### config.mk
export PLATFORM = sky130hd
export DESIGN_NAME = uart_loader
export DESIGN_NICKNAME = d
export VERILOG_FILES = /design/src/rtl/uart_loader_pkg.sv /design/src/rtl/uart_loader_rx.sv /design/src/rtl/uart_loader.sv
export SDC_FILE = /design/constraint.sdc
export NUM_CORES = 1
export LEC_CHECK = 0
export CAP_MARGIN = 25
export CORE_MARGIN = 3
export CORE_UTILIZATION = 60
export CTS_CLUSTER_DIAMETER = 80
export DETAILED_ROUTE_END_ITERATION = 6
export HOLD_SLACK_MARGIN = 0.12
export PLACE_DENSITY = 0.9
export SLEW_MARGIN = 20
export SYNTH_ARGS = -nofsm -noshare
export SYNTH_HDL_FRONTEND = slang
export SYNTH_SLANG_ARGS = --single-unit
### constraint.sdc
create_clock -name clk -period 6.9 [get_ports clk]
set_input_delay 1.38 -clock clk [delete_from_list [all_inputs] [get_ports clk]]
set_output_delay 1.38 -clock clk [all_outputs]
set_load 0.01 [all_outputs]
### src/rtl/uart_loader_pkg.sv
// Shared types and address defaults for the serial program loader.
package uart_loader_pkg;

  localparam int DATA_WID = 32;

  localparam logic [DATA_WID-1:0] BASE_ADDR_DEF    = 32'h1c09_0000;
  localparam logic [DATA_WID-1:0] SCRATCH_ADDR_DEF = 32'h1c0f_fffc;

  typedef enum logic [1:0] {S_HDR, S_DATA, S_DONE} loader_state_t;

  typedef enum logic [1:0] {RX_IDLE, RX_START, RX_DATA, RX_STOP} rx_state_t;

endpackage

### src/rtl/uart_loader_rx.sv
// 8N1 serial receiver: synchroniser, bit timer and deserialiser, LSB first.
module uart_loader_rx
  import uart_loader_pkg::*;
#(
  parameter int CLKS_PER_BIT = 434
) (
  input  logic       clk,
  input  logic       rst_n,
  input  logic       rx,
  output logic       byte_valid,
  output logic [7:0] byte_data,
  output logic       stop_err
);

  localparam int CW = $clog2(CLKS_PER_BIT + 1);
  localparam logic [CW-1:0] BIT_LAST  = CW'(CLKS_PER_BIT - 1);
  localparam logic [CW-1:0] HALF_LAST = CW'(CLKS_PER_BIT / 2 - 1);

  logic          rx_s1, rx_s2, rx_d;
  rx_state_t     state, state_next;
  logic [CW-1:0] cnt;
  logic [2:0]    bit_idx;
  logic [7:0]    shreg;

  assign byte_data = shreg;

  // Two-flop synchroniser plus one delayed copy for falling-edge detection.
  always_ff @(posedge clk or negedge rst_n) begin
    if (!rst_n) begin
      rx_s1 <= 1'b1;
      rx_s2 <= 1'b1;
      rx_d  <= 1'b1;
    end else begin
      rx_s1 <= rx;
      rx_s2 <= rx_s1;
      rx_d  <= rx_s2;
    end
  end

  // Receiver state register.
  always_ff @(posedge clk or negedge rst_n) begin
    if (!rst_n) state <= RX_IDLE;
    else        state <= state_next;
  end

  // Next state: falling edge starts, mid-start re-check, 8 data bits, stop.
  always_comb begin
    state_next = state;
    case (state)
      RX_IDLE:  if (rx_d && !rx_s2) state_next = RX_START;
      RX_START: if (cnt == HALF_LAST) state_next = rx_s2 ? RX_IDLE : RX_DATA;
      RX_DATA:  if (cnt == BIT_LAST && bit_idx == 3'd7) state_next = RX_STOP;
      RX_STOP:  if (cnt == BIT_LAST) state_next = RX_IDLE;
      default:  state_next = RX_IDLE;
    endcase
  end

  // Bit timer, shift register and single-cycle result pulses.
  always_ff @(posedge clk or negedge rst_n) begin
    if (!rst_n) begin
      cnt        <= '0;
      bit_idx    <= '0;
      shreg      <= '0;
      byte_valid <= 1'b0;
      stop_err   <= 1'b0;
    end else begin
      byte_valid <= 1'b0;
      stop_err   <= 1'b0;
      case (state)
        RX_START: cnt <= (cnt == HALF_LAST) ? '0 : cnt + CW'(1);
        RX_DATA: begin
          if (cnt == BIT_LAST) begin
            cnt     <= '0;
            shreg   <= {rx_s2, shreg[7:1]};
            bit_idx <= bit_idx + 3'd1;
          end else begin
            cnt <= cnt + CW'(1);
          end
        end
        RX_STOP: begin
          if (cnt == BIT_LAST) begin
            cnt        <= '0;
            byte_valid <= rx_s2;
            stop_err   <= ~rx_s2;
          end else begin
            cnt <= cnt + CW'(1);
          end
        end
        default: begin
          cnt     <= '0;
          bit_idx <= '0;
        end
      endcase
    end
  end

endmodule

### src/rtl/uart_loader.sv
// Length-prefixed little-endian image loader feeding the core's UART memory port.
module uart_loader
  import uart_loader_pkg::*;
#(
  parameter int                  CLKS_PER_BIT = 434,
  parameter logic [DATA_WID-1:0] BASE_ADDR    = BASE_ADDR_DEF,
  parameter logic [DATA_WID-1:0] SCRATCH_ADDR = SCRATCH_ADDR_DEF,
  parameter int                  MAX_WORDS    = 16384,
  parameter int                  GAP_CLKS     = 4_000_000
) (
  input  logic                clk,
  input  logic                rst_n,
  input  logic                uart_rx,
  output logic [DATA_WID-1:0] uart_addr,
  output logic [DATA_WID-1:0] uart_data,
  output logic                uart_done,
  output logic                frame_err,
  output logic                len_err,
  output logic [15:0]         word_cnt
);

  localparam int GW = $clog2(GAP_CLKS + 1);
  localparam logic [GW-1:0] GAP_LAST = GW'(GAP_CLKS - 1);

  logic                byte_valid, stop_err;
  logic [7:0]          byte_data;
  loader_state_t       state, state_next;
  logic [1:0]          byte_idx, eff_idx;
  logic [23:0]         word_buf;
  logic [GW-1:0]       gap_cnt;
  logic                gap_expire, active, word_complete, hdr_too_big, hdr_zero;
  logic [DATA_WID-1:0] full_word, next_addr;
  logic [15:0]         len_n;

  uart_loader_rx #(.CLKS_PER_BIT(CLKS_PER_BIT)) u_rx (
    .clk        (clk),
    .rst_n      (rst_n),
    .rx         (uart_rx),
    .byte_valid (byte_valid),
    .byte_data  (byte_data),
    .stop_err   (stop_err)
  );

  // A byte arriving on the expiry cycle restarts the word at index 0.
  assign gap_expire    = (byte_idx != 2'd0) && (gap_cnt == GAP_LAST);
  assign eff_idx       = gap_expire ? 2'd0 : byte_idx;
  assign active        = (state != S_DONE);
  assign word_complete = active && byte_valid && (eff_idx == 2'd3);
  assign full_word     = {byte_data, word_buf};
  assign hdr_too_big   = full_word > 32'(MAX_WORDS);
  assign hdr_zero      = (full_word == '0);

  // Byte assembly and inter-byte gap timer.
  always_ff @(posedge clk or negedge rst_n) begin
    if (!rst_n) begin
      byte_idx <= '0;
      word_buf <= '0;
      gap_cnt  <= '0;
    end else if (active && byte_valid) begin
      gap_cnt  <= '0;
      byte_idx <= eff_idx + 2'd1;
      case (eff_idx)
        2'd0:    word_buf[7:0]   <= byte_data;
        2'd1:    word_buf[15:8]  <= byte_data;
        2'd2:    word_buf[23:16] <= byte_data;
        default: ;
      endcase
    end else if (gap_expire) begin
      byte_idx <= '0;
      gap_cnt  <= '0;
    end else if (byte_idx != 2'd0) begin
      gap_cnt <= gap_cnt + GW'(1);
    end
  end

  // Loader state register.
  always_ff @(posedge clk or negedge rst_n) begin
    if (!rst_n) state <= S_HDR;
    else        state <= state_next;
  end

  // Next state from completed words.
  always_comb begin
    state_next = state;
    case (state)
      S_HDR:   if (word_complete && !hdr_too_big) state_next = hdr_zero ? S_DONE : S_DATA;
      S_DATA:  if (word_complete && (word_cnt + 16'd1) == len_n) state_next = S_DONE;
      S_DONE:  state_next = S_DONE;
      default: state_next = S_HDR;
    endcase
  end

  // Output port, length latch and sticky status flags.
  always_ff @(posedge clk or negedge rst_n) begin
    if (!rst_n) begin
      uart_addr <= SCRATCH_ADDR;
      uart_data <= '0;
      uart_done <= 1'b0;
      frame_err <= 1'b0;
      len_err   <= 1'b0;
      word_cnt  <= '0;
      len_n     <= '0;
      next_addr <= BASE_ADDR;
    end else begin
      uart_done <= (state == S_DONE);
      if (active && stop_err) frame_err <= 1'b1;
      if (word_complete) begin
        if (state == S_HDR) begin
          if (hdr_too_big) begin
            len_err <= 1'b1;
          end else if (!hdr_zero) begin
            len_n     <= full_word[15:0];
            next_addr <= BASE_ADDR;
          end
        end else if (state == S_DATA) begin
          uart_addr <= next_addr;
          uart_data <= full_word;
          next_addr <= next_addr + 32'd4;
          word_cnt  <= word_cnt + 16'd1;
        end
      end
    end
  end

endmodule
Met1 routing:
Bar = 50 microns. Cells faint in the background.
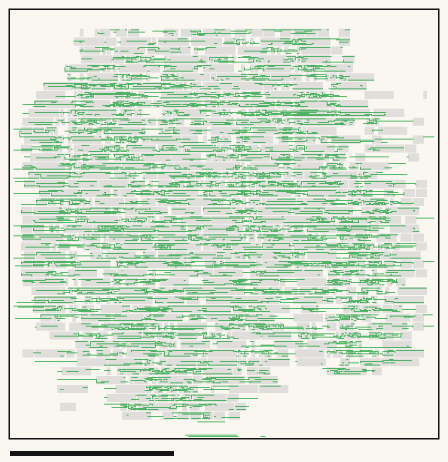
wire length on this layer: 9,250 microns
longest straight run: 25.8 microns
main direction: horizontal
nets with wire on the layer: 939
share of all routed wire: 44%
met1 Resource Use GR: 36.3%
DR vias: 7,125
Post-Route WL: 21.1 mm

==> results.sh <==
# flow metrics
export IMPL_hold_end="u_rx.rx_s2"
export IMPL_antenna_cells=0
export IMPL_area_growth_syn_to_layout_pct=17.6
export IMPL_post_cts_buffers=0
export IMPL_clock_fmax_mhz=247
export IMPL_setup_ws_ns=2.86
export IMPL_crit_buf_inv=2
export IMPL_wl_per_cell_microns=17.6
export IMPL_dr_first_iter_drc_count=591
export IMPL_cp_cell_sequence="nor4b_1 -> o21ai_0 -> or4_1 -> nand2_1 -> inv_1 -> ha_1 -> and2_1 -> nand2_2 -> buf_4 -> nor3_1 -> nand3_1 -> xnor2_1"
export IMPL_clock_root_buffer="clkbuf_16"
export IMPL_die_y_microns=131
export IMPL_slew_headroom_pct=38.8
export IMPL_finalNetCount=1018
export IMPL_topCellsByArea="dfrtp_1 47%, nand2_1 9.6%, dfstp_2 8.2%"
export IMPL_p_clk_mw=1.10
export IMPL_r2r_end="word_cnt[10]"
export IMPL_finalClockPeriodUsage_pct=58.6
export IMPL_p_per_area_mw_per_mm2=219
export IMPL_startpoint_type="register"
export IMPL_path_clk_slew_ns=0.06
export IMPL_final_cell_count_no_fill=1198
export IMPL_path_depth=12
export IMPL_grt_max_degree=83
export IMPL_ant_nets=0
export IMPL_powerSeq_mw=1.22
export IMPL_clockBufferDepth=3
export IMPL_ys_sh_adder_pct=2.15
export IMPL_most_common_cell="nand2_1"
export IMPL_dp_slack_ns=3.01
export IMPL_place_area_sq_mm=0.0103
export IMPL_r2r_start="gap_cnt[10]"
export IMPL_yosys_warnings=0
export IMPL_flop_area_sq_mm=0.00514
export IMPL_p_sw_mw=0.524
export IMPL_status="completed"
export IMPL_grt_pass1_vias=7119
export IMPL_skew_ns=0.0122
export IMPL_fin_hold_ws_ns=0.362
export IMPL_mux_share_pct=6.14
export IMPL_yosysUniqueCellTypes=66
export IMPL_clk_latency_ns=0.49
export IMPL_reg2reg_depth=12
export IMPL_grt_first_pass_wirelength_mm=35.1
export IMPL_synth_compound_area_share_pct=5.16
export IMPL_comb_area_sq_mm=0.00399
export IMPL_ys_sh_simple_pct=22.4
export IMPL_drc=0
export IMPL_cts_hold_buf=0
export IMPL_r2r_slack_ns=2.86
export IMPL_crit_family="simple AND/OR/NAND/NOR gates"
export IMPL_async_flop_share_pct=100
export IMPL_cap_violations=0
export IMPL_drive_gt1_share_pct=12.9
export IMPL_min_from="u_rx.rx_s1"
export IMPL_pwr_share_comb_pct=3.2
export IMPL_p_total_mw=2.40
export IMPL_tightest_slew_ns=0.918
export IMPL_ys_flops=204
export IMPL_post_route_util_pct=73.8
export IMPL_first_pass_iters=5
export IMPL_synth_avg_cell_area_sq_um=10.1
export IMPL_edf_count=0
export IMPL_grt_overflow=0
export IMPL_grt_antenna_before_repair=0
export IMPL_logic_family="simple AND/OR/NAND/NOR gates"
export IMPL_ir_drop_uv=213
export IMPL_mostFrequentLayoutCells="237 x nand2_1, 175 x dfrtp_1, 82 x clkdlybuf4s50_1"
export IMPL_crit_path_end="word_cnt[10]"
export IMPL_rsz0062_at_grt="false"
export IMPL_slowest_delay_ns=0.68
export IMPL_setup_violations=0
export IMPL_required_ns=7.31
export IMPL_die_w_microns=131
export IMPL_placed_cells=1160
export IMPL_p_seq_share_pct=50.9
export IMPL_whs_path_depth=0
export IMPL_warning_count=34
export IMPL_synth_top_area_share_pct=46.9
export IMPL_tns_ns=0
export IMPL_syn_area_sq_mm=0.00933
export IMPL_arrival_ns=4.45
export IMPL_intPower_mw=1.88
export IMPL_yosys_cells=921
export IMPL_coreArea_sq_mm=0.0149
export IMPL_port_buffers=83
export IMPL_h_tree_depth=1
export IMPL_routabilityCongestion=0.917
export IMPL_timing_final_max_slew_violations=0
export IMPL_numCtsBuffers=21
export IMPL_slowest_stage="or4_1"
export IMPL_layout_min_cycle_time_ns=4.04
export IMPL_fp_util_pct=62.8
export IMPL_synthFlopType="dfrtp_1"
export IMPL_path_max_fanout=50
export IMPL_num_io_pins=86
export IMPL_num_rows=44
export IMPL_hpwl_mm=13.9
export IMPL_layout_top_cell="nand2_1"
export IMPL_crit_path_end_kind="register"
export IMPL_avgViaCountPerCell=5.95
export IMPL_pg_comb_mw=0.0775
export IMPL_min_path_type="reg2reg"
export IMPL_top_cells_by_count="238 x nand2_1, 175 x dfrtp_1, 74 x nor2_1"
Signal wires on met2:
Bar = 50 microns. Cells faint in the background.
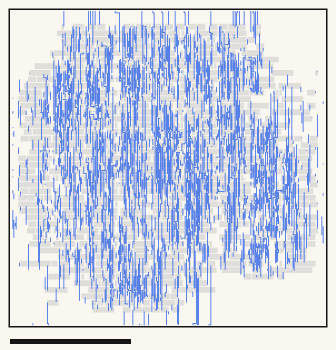
main direction: vertical
longest straight run: 50.7 microns
nets with wire on the layer: 864
grt met2 use: 41.0%

[layer usage]
layer,GRT usage [%],routed length (microns)
met2,41.0,10100
met3,3.50,1330
met1,36.3,9250
met4,7.02,465
met5,0,0
[sequential cells by signal, indices dropped and copies added (netlist names), 2 cells and up]
signal / flops
state: 2
uart_data: 32
next_addr: 30
word_buf: 24
uart_addr: 30
u_rx.cnt: 9
len_n: 16
u_rx.bit_idx: 3
byte_idx: 2
u_rx.state: 2
gap_cnt: 22
u_rx.byte_data: 8
word_cnt: 16
[final cells by class]
class / instances / area share (%)
Clock inverter: 7 / 0.650
Sequential cell: 204 / 46.8
Tap cell: 184 / 2.10
Clock buffer: 31 / 5.49
Multi-Input combinational cell: 667 / 36.4
Timing Repair Buffer: 89 / 8.01
Inverter: 16 / 0.547
